===== config.mk =====
export PLATFORM = sky130hd
export DESIGN_NAME = ram8_8
export DESIGN_NICKNAME = d
export VERILOG_FILES = /design/src/rtl/ram8_8.sv
export SDC_FILE = /design/constraint.sdc
export NUM_CORES = 1
export LEC_CHECK = 0
export CAP_MARGIN = 20
export CORE_MARGIN = 4
export CORE_UTILIZATION = 51
export CTS_CLUSTER_SIZE = 12
export DETAILED_ROUTE_END_ITERATION = 10
export GPL_TIMING_DRIVEN = 0
export HOLD_SLACK_MARGIN = 0.1
export PLACE_DENSITY = 0.84
export SLEW_MARGIN = 20
export SYNTH_ARGS = -nofsm -noshare
export SYNTH_HDL_FRONTEND = slang
export SYNTH_SLANG_ARGS = --single-unit

===== constraint.sdc =====
create_clock -name clk -period 1.1 [get_ports clk]
set_clock_uncertainty 0.05 [all_clocks]
set_input_delay 0.11 -clock clk [delete_from_list [all_inputs] [get_ports clk]]
set_output_delay 0.11 -clock clk [all_outputs]
set_load 0.03 [all_outputs]

===== src/rtl/ram8_8.sv =====
// Simple dual-port RAM (one write port, one registered read port) for single-clock datapaths.
// Reads are read-first on a same-address collision; reset clears every word and the read register.
module ram8_8 #(
  parameter int DATA_WIDTH = 8,
  parameter int ADDR_WIDTH = 3
) (
  input  logic                  clk,
  input  logic                  rst,
  input  logic                  wr_enb,
  input  logic                  rd_enb,
  input  logic [ADDR_WIDTH-1:0] wr_addr,
  input  logic [ADDR_WIDTH-1:0] rd_addr,
  input  logic [DATA_WIDTH-1:0] data_in,
  output logic [DATA_WIDTH-1:0] data_out
);

  localparam int DEPTH = 2 ** ADDR_WIDTH;

  logic [DATA_WIDTH-1:0] mem_q [DEPTH];
  logic [DATA_WIDTH-1:0] mem_d [DEPTH];
  logic [DATA_WIDTH-1:0] data_out_q;
  logic [DATA_WIDTH-1:0] data_out_d;

  always_comb begin
    mem_d = mem_q;
    if (wr_enb) begin
      mem_d[wr_addr] = data_in;
    end
  end

  // Read port samples mem_q, i.e. the contents before this edge's write.
  always_comb begin
    data_out_d = data_out_q;
    if (rd_enb) begin
      data_out_d = mem_q[rd_addr];
    end
  end

  // Whole-array clear on reset keeps this in registers rather than block RAM.
  always_ff @(posedge clk) begin
    if (rst) begin
      for (int i = 0; i < DEPTH; i++) begin
        mem_q[i] <= '0;
      end
      data_out_q <= '0;
    end else begin
      mem_q      <= mem_d;
      data_out_q <= data_out_d;
    end
  end

  assign data_out = data_out_q;

endmodule


run_1/met1.png
Drawn at 4 px/um. Supply wires on this layer in grey.
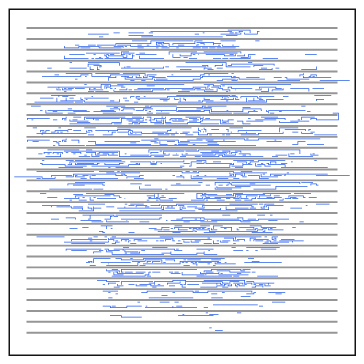
share of all routed wire: 42%
nets with wire on the layer: 399
via count: 2892
met1 Track Usage GR: 0.316

run_1/final_placement.png
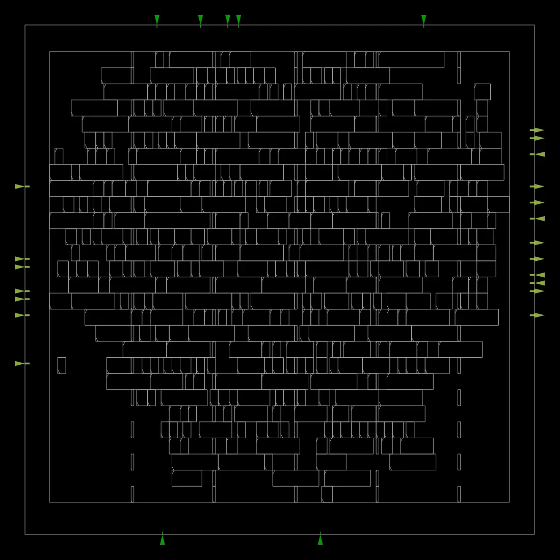
final cell count without fillers: 494
count of inserted tapcells: 75
share of cell area taken by flip-flops and latches: 0.387
final sequential cell count: 72

run_1/met2.png
Drawn at 3 px/um.
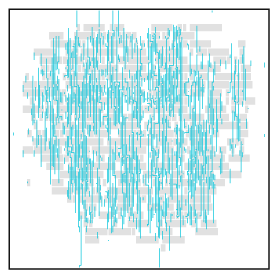
share of all routed wire: 46%
main direction: vertical
GR met2 Demand/Resource: 0.361
final routed wirelength across all metal layers: 8690 um

==> run notes, run 1 <==
* **largest register by flop count** mem_q
* **design area** 3800 sq um
* **post-synthesis instance total** 382
* **R2R Path Start** mem_q[5]
* **CP startpoint** mem_q[5]
* **switching pwr** 1.46 mW
* **final total negative setup slack** -571 ps
* **half-perimeter wire length after placement** 5450 um
* **Synth area leaders** dfxtp_1, nand2_1, a21oi_1
* **Most used DFF post-synth** dfxtp_1
* **met3 wire length** 724 um
* **class of the most critical hold timing path** in2reg
* **root buffer cell** clkbuf_8
* **commonest non-fill, non-tap cell in the layout** nand2_1
* **Critical path destination** data_out[5]
* **Net Sw Frac** 0.259
* **count of final setup violators** 8
* **Logic area** 1720 sq um
* **Simple-Gate Fraction of Synth Area** 0.210
* **total routing resource utilization after global routing** 0.239
* **Routed Antenna Nets** 0
* **Critical Path Source Type** register
* **routed wirelength normalized by instance count** 17.6 um
* **clock tree from TritonCTS** built
* **capture endpoint of the worst hold path** mem_q[25]
* **Comb. pwr** 0.654 mW
* **Layout area overhead** 22.2%
* **Tool Warnings** 29
* **largest cell class by area** combinational gates
* **overall overflow remaining after global route** 0
* **critical-path maximum fanout** 2
* **TritonCTS Buffers** 9
* **placeable core region** 5920 sq um
* **outcome** finished with violations
* **power after layout** 5.65 mW
* **DRC marker count from the first detailed-route iteration** 325
* **Post-synth seq share** 0.463
* **final period demand of the worst path** 1190 ps
* **headroom to the max-slew limit** 0.578
* **maximum VDD drop** 1.25 mV
* **H-tree Lvls** 3
* **number of cells in the design after placement** 470
* **synth cell count leaders** nand2_1, dfxtp_1, a21oi_1
* **leakage power total** 1.36 nW
* **CTS-repair resized insts** 97
* **share of the synthesized area in the top cell type** 0.463
* **FILL cells** 470
* **violations in the final reports** setup timing
* **most heavily used metal layer in global routing** met2
* **largest net degree at the start of global routing** 13
* **end-of-flow core utilization** 0.642
* **die outline width** 86.1 um
* **post-synth cell types** 23
* **Seq cells post-synth** 72
* **number of top-level pins** 26
* **final worst setup slack** -90.4 ps
* **Logic pwr share** 0.116
* **number of enable flip-flop cells** 0
* **setup repair after global routing missed its margin** yes
* **number of hold buffers added after cts** 5
* **max FFs per register** 64
* **Hold Path Stages** 3
* **arrival time worst endpoint** 1420 ps
* **Buffers & Inverters on Critical Path** 0
* **clock network contribution to total cell area** 0.0556
* **input/output buffers** 13
* **# Post-CTS Setup Buffers** 4
* **number of DRC violations after detailed routing** 0
* **largest non-sequential cell family by area** simple AND/OR/NAND/NOR gates
* **cell accounting for the most synthesized area** dfxtp_1
* **critical path start-end classification** reg2reg
* **total number of cells along the worst setup path** 4
* **number of clock buffer instances in the layout** 10
* **# rows** 28
* **sequential power** 2.71 mW
* **Mux area share** 0.109
* **Main power group** sequential cells
* **routed metal-1 wire length** 3660 um
* **stage delay of the slowest cell on the critical path** 330 ps
* **Placed Instance Area** 3350 sq um
* **yosys cell count** 382
* **pwr dens** 1490 nW/um^2
* **slowest cell on the critical path** dfxtp_2
run_1/met4.png
Drawn at 4 px/um. Supply wires on this layer in grey.
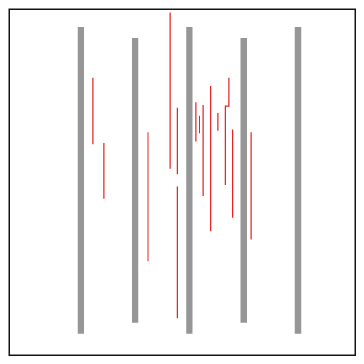

--- run 2 (diff from run 1) ---
CTS_BUF_LIST = sky130_fd_sc_hd__clkbuf_16   (was default)
run_2/met4.png
Drawn at 4 px/um. Supply wires on this layer in grey.
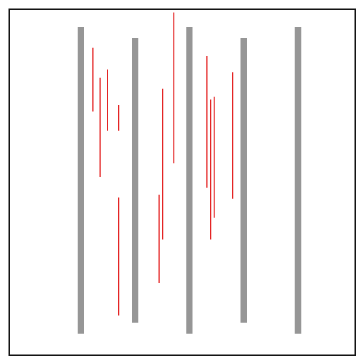
longest straight run: 37.4 um
wire length on this layer: 316 um
main direction: vertical
share of all routed wire: 3.6%
nets with wire on the layer: 10
final routed wirelength across all metal layers: 8820 um
via count: 2878

==> run notes, run 2 <==
* **outcome** finished with violations
* **violations in the final reports** setup timing
* **setup repair after global routing missed its margin** yes
* **final worst setup slack** -127 ps
* **Routed Antenna Nets** 0
* **design area** 3860 sq um
* **Most used DFF post-synth** dfxtp_1
* **FILL cells** 453
* **leakage power total** 1.39 nW
* **Comb. pwr** 0.648 mW
* **arrival time worst endpoint** 1420 ps
* **# Post-CTS Setup Buffers** 2
* **GR met2 Demand/Resource** 0.374
* **largest net degree at the start of global routing** 13
* **number of hold buffers added after cts** 0
* **root buffer cell** clkbuf_16
* **critical-path maximum fanout** 2
* **number of cells in the design after placement** 470
* **total routing resource utilization after global routing** 0.246
* **total number of cells along the worst setup path** 4
* **largest non-sequential cell family by area** simple AND/OR/NAND/NOR gates
* **CP startpoint** mem_q[43]
* **end-of-flow core utilization** 0.652
* **most heavily used metal layer in global routing** met2
* **H-tree Lvls** 3
* **Main power group** clock
* **largest register by flop count** mem_q
* **headroom to the max-slew limit** 0.595
* **sequential power** 2.72 mW
* **Critical path destination** data_out[3]
* **max FFs per register** 64
* **Placed Instance Area** 3350 sq um
* **Buffers & Inverters on Critical Path** 0
* **Hold Path Stages** 3
* **final sequential cell count** 72
* **placeable core region** 5920 sq um
* **maximum VDD drop** 1.09 mV
* **Simple-Gate Fraction of Synth Area** 0.210
* **Net Sw Frac** 0.243
* **TritonCTS Buffers** 9
* **commonest non-fill, non-tap cell in the layout** nand2_1
* **final period demand of the worst path** 1230 ps
* **Logic pwr share** 0.101
* **number of enable flip-flop cells** 0
* **final cell count without fillers** 488
* **Synth area leaders** dfxtp_1, nand2_1, a21oi_1
* **cell accounting for the most synthesized area** dfxtp_1
* **count of inserted tapcells** 75
* **final total negative setup slack** -598 ps
* **Critical Path Source Type** register
* **crit path capture type** register
* **Logic area** 1740 sq um
* **slowest cell on the critical path** dfxtp_1
* **yosys cell count** 382
* **pwr dens** 1670 nW/um^2
* **stage delay of the slowest cell on the critical path** 350 ps
* **share of the synthesized area in the top cell type** 0.463
* **R2R Path Start** mem_q[43]
* **share of cell area taken by flip-flops and latches** 0.380
* **DRC marker count from the first detailed-route iteration** 445
* **switching pwr** 1.56 mW
* **routed metal-1 wire length** 3700 um
* **sequential cell area** 1470 sq um
* **Post-synth seq share** 0.463
* **class of the most critical hold timing path** in2reg
* **Seq cells post-synth** 72
* **count of final setup violators** 8
* **number of top-level pins** 26
* **Tool Warnings** 29
* **number of DRC violations after detailed routing** 0
* **critical path start-end classification** reg2reg
* **routed wirelength normalized by instance count** 18.1 um
* **post-synth cell types** 23
* **clock tree from TritonCTS** built
* **input/output buffers** 13
* **met1 Track Usage GR** 0.330
* **capture endpoint of the worst hold path** data_out[3]
* **number of clock buffer instances in the layout** 9
* **# rows** 28
run_2/met3.png
Drawn at 4 px/um.
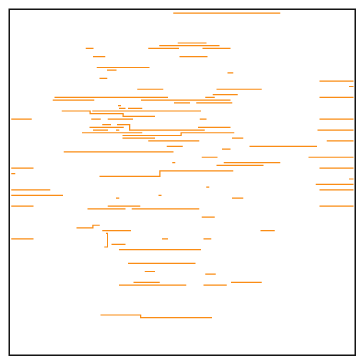
nets with wire on the layer: 68
share of all routed wire: 8.8%
wire length on this layer: 779 um
fraction of met3 tracks used by global routing: 0.0538

run_2/met2.png
Drawn at 3 px/um.
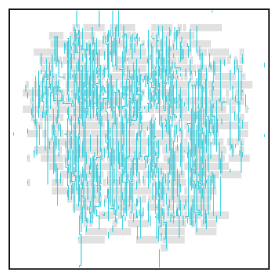

--- run 3 (diff from run 2) ---
CORE_UTILIZATION = 35   (was 51)
PLACE_DENSITY = 0.65   (was 0.84)
run_3/met2.png
Drawn at 3 px/um.
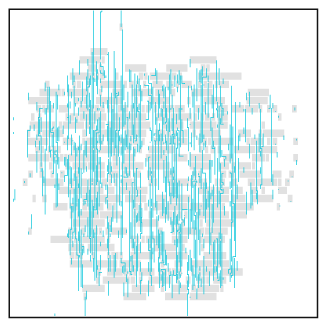
nets with wire on the layer: 339
longest straight run: 69.4 um
main direction: vertical
via count: 2774
final routed wirelength across all metal layers: 8940 um
GR met2 Demand/Resource: 0.274

==> run notes, run 3 <==
* **Tool Warnings** 29
* **post-synthesis instance total** 382
* **share of the synthesized area in the top cell type** 0.463
* **# Post-CTS Setup Buffers** 5
* **violations in the final reports** setup timing
* **overall overflow remaining after global route** 0
* **routed metal-1 wire length** 4100 um
* **number of global-route vias before repair** 2604
* **die outline width** 102 um
* **Critical Path Source Type** input port
* **number of hold buffers added after cts** 0
* **slowest cell on the critical path** mux2_2
* **class of the most critical hold timing path** in2reg
* **end-of-flow core utilization** 0.452
* **sequential power** 2.72 mW
* **Routed Antenna Nets** 0
* **final cell count without fillers** 524
* **number of enable flip-flop cells** 0
* **Logic area** 1740 sq um
* **Most used DFF post-synth** dfxtp_1
* **count of final setup violators** 8
* **Hold Path Stages** 3
* **power after layout** 6.43 mW
* **leakage power total** 1.39 nW
* **post-synth cell types** 23
* **routed wirelength normalized by instance count** 17.1 um
* **Main power group** clock
* **pwr dens** 1640 nW/um^2
* **# rows** 34
* **capture endpoint of the worst hold path** data_out[3]
* **critical-path maximum fanout** 10
* **stage delay of the slowest cell on the critical path** 340 ps
* **Synth area leaders** dfxtp_1, nand2_1, a21oi_1
* **Layout area overhead** 26.2%
* **largest non-sequential cell family by area** simple AND/OR/NAND/NOR gates
* **total routing resource utilization after global routing** 0.180
* **arrival time worst endpoint** 1360 ps
* **Comb. pwr** 0.655 mW
* **Seq cells post-synth** 72
* **largest cell class by area** combinational gates
* **number of clock buffer instances in the layout** 9
* **number of top-level pins** 26
* **final worst setup slack** -111 ps
* **TritonCTS Buffers** 9
* **DRC marker count from the first detailed-route iteration** 172
* **maximum VDD drop** 0.749 mV
* **setup repair after global routing missed its margin** yes
* **design area** 3930 sq um
* **sequential cell area** 1470 sq um
* **clock tree from TritonCTS** built
* **Mux area share** 0.109
* **synth cell count leaders** nand2_1, dfxtp_1, a21oi_1
* **clock network contribution to total cell area** 0.0797
* **count of inserted tapcells** 108
* **Post-synth seq share** 0.463
* **CP startpoint** rd_addr[0]
* **switching pwr** 1.56 mW
* **largest register by flop count** mem_q
* **input/output buffers** 13
* **critical path start-end classification** in2reg
* **Simple-Gate Fraction of Synth Area** 0.210
* **yosys cell count** 382
* **half-perimeter wire length after placement** 5770 um
* **number of DRC violations after detailed routing** 0
* **FILL cells** 849
* **root buffer cell** clkbuf_16
* **Logic pwr share** 0.102
* **Net Sw Frac** 0.242
* **crit path capture type** register
* **number of cells in the design after placement** 503
* **Placed Instance Area** 3390 sq um
* **cell accounting for the most synthesized area** dfxtp_1
* **Critical path destination** data_out[7]
* **outcome** finished with violations
* **H-tree Lvls** 3
run_3/met4.png
Drawn at 4 px/um. Supply wires on this layer in grey.
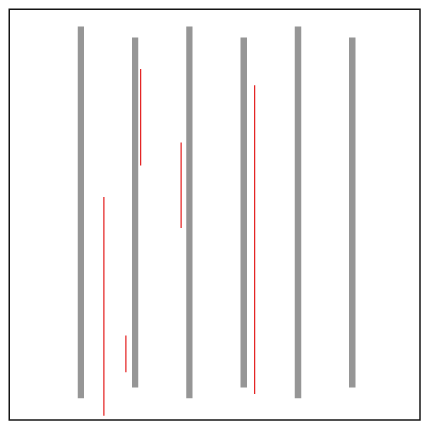
longest straight run: 76.8 um
nets with wire on the layer: 4

Power is estimated from default activity; no workload was simulated.
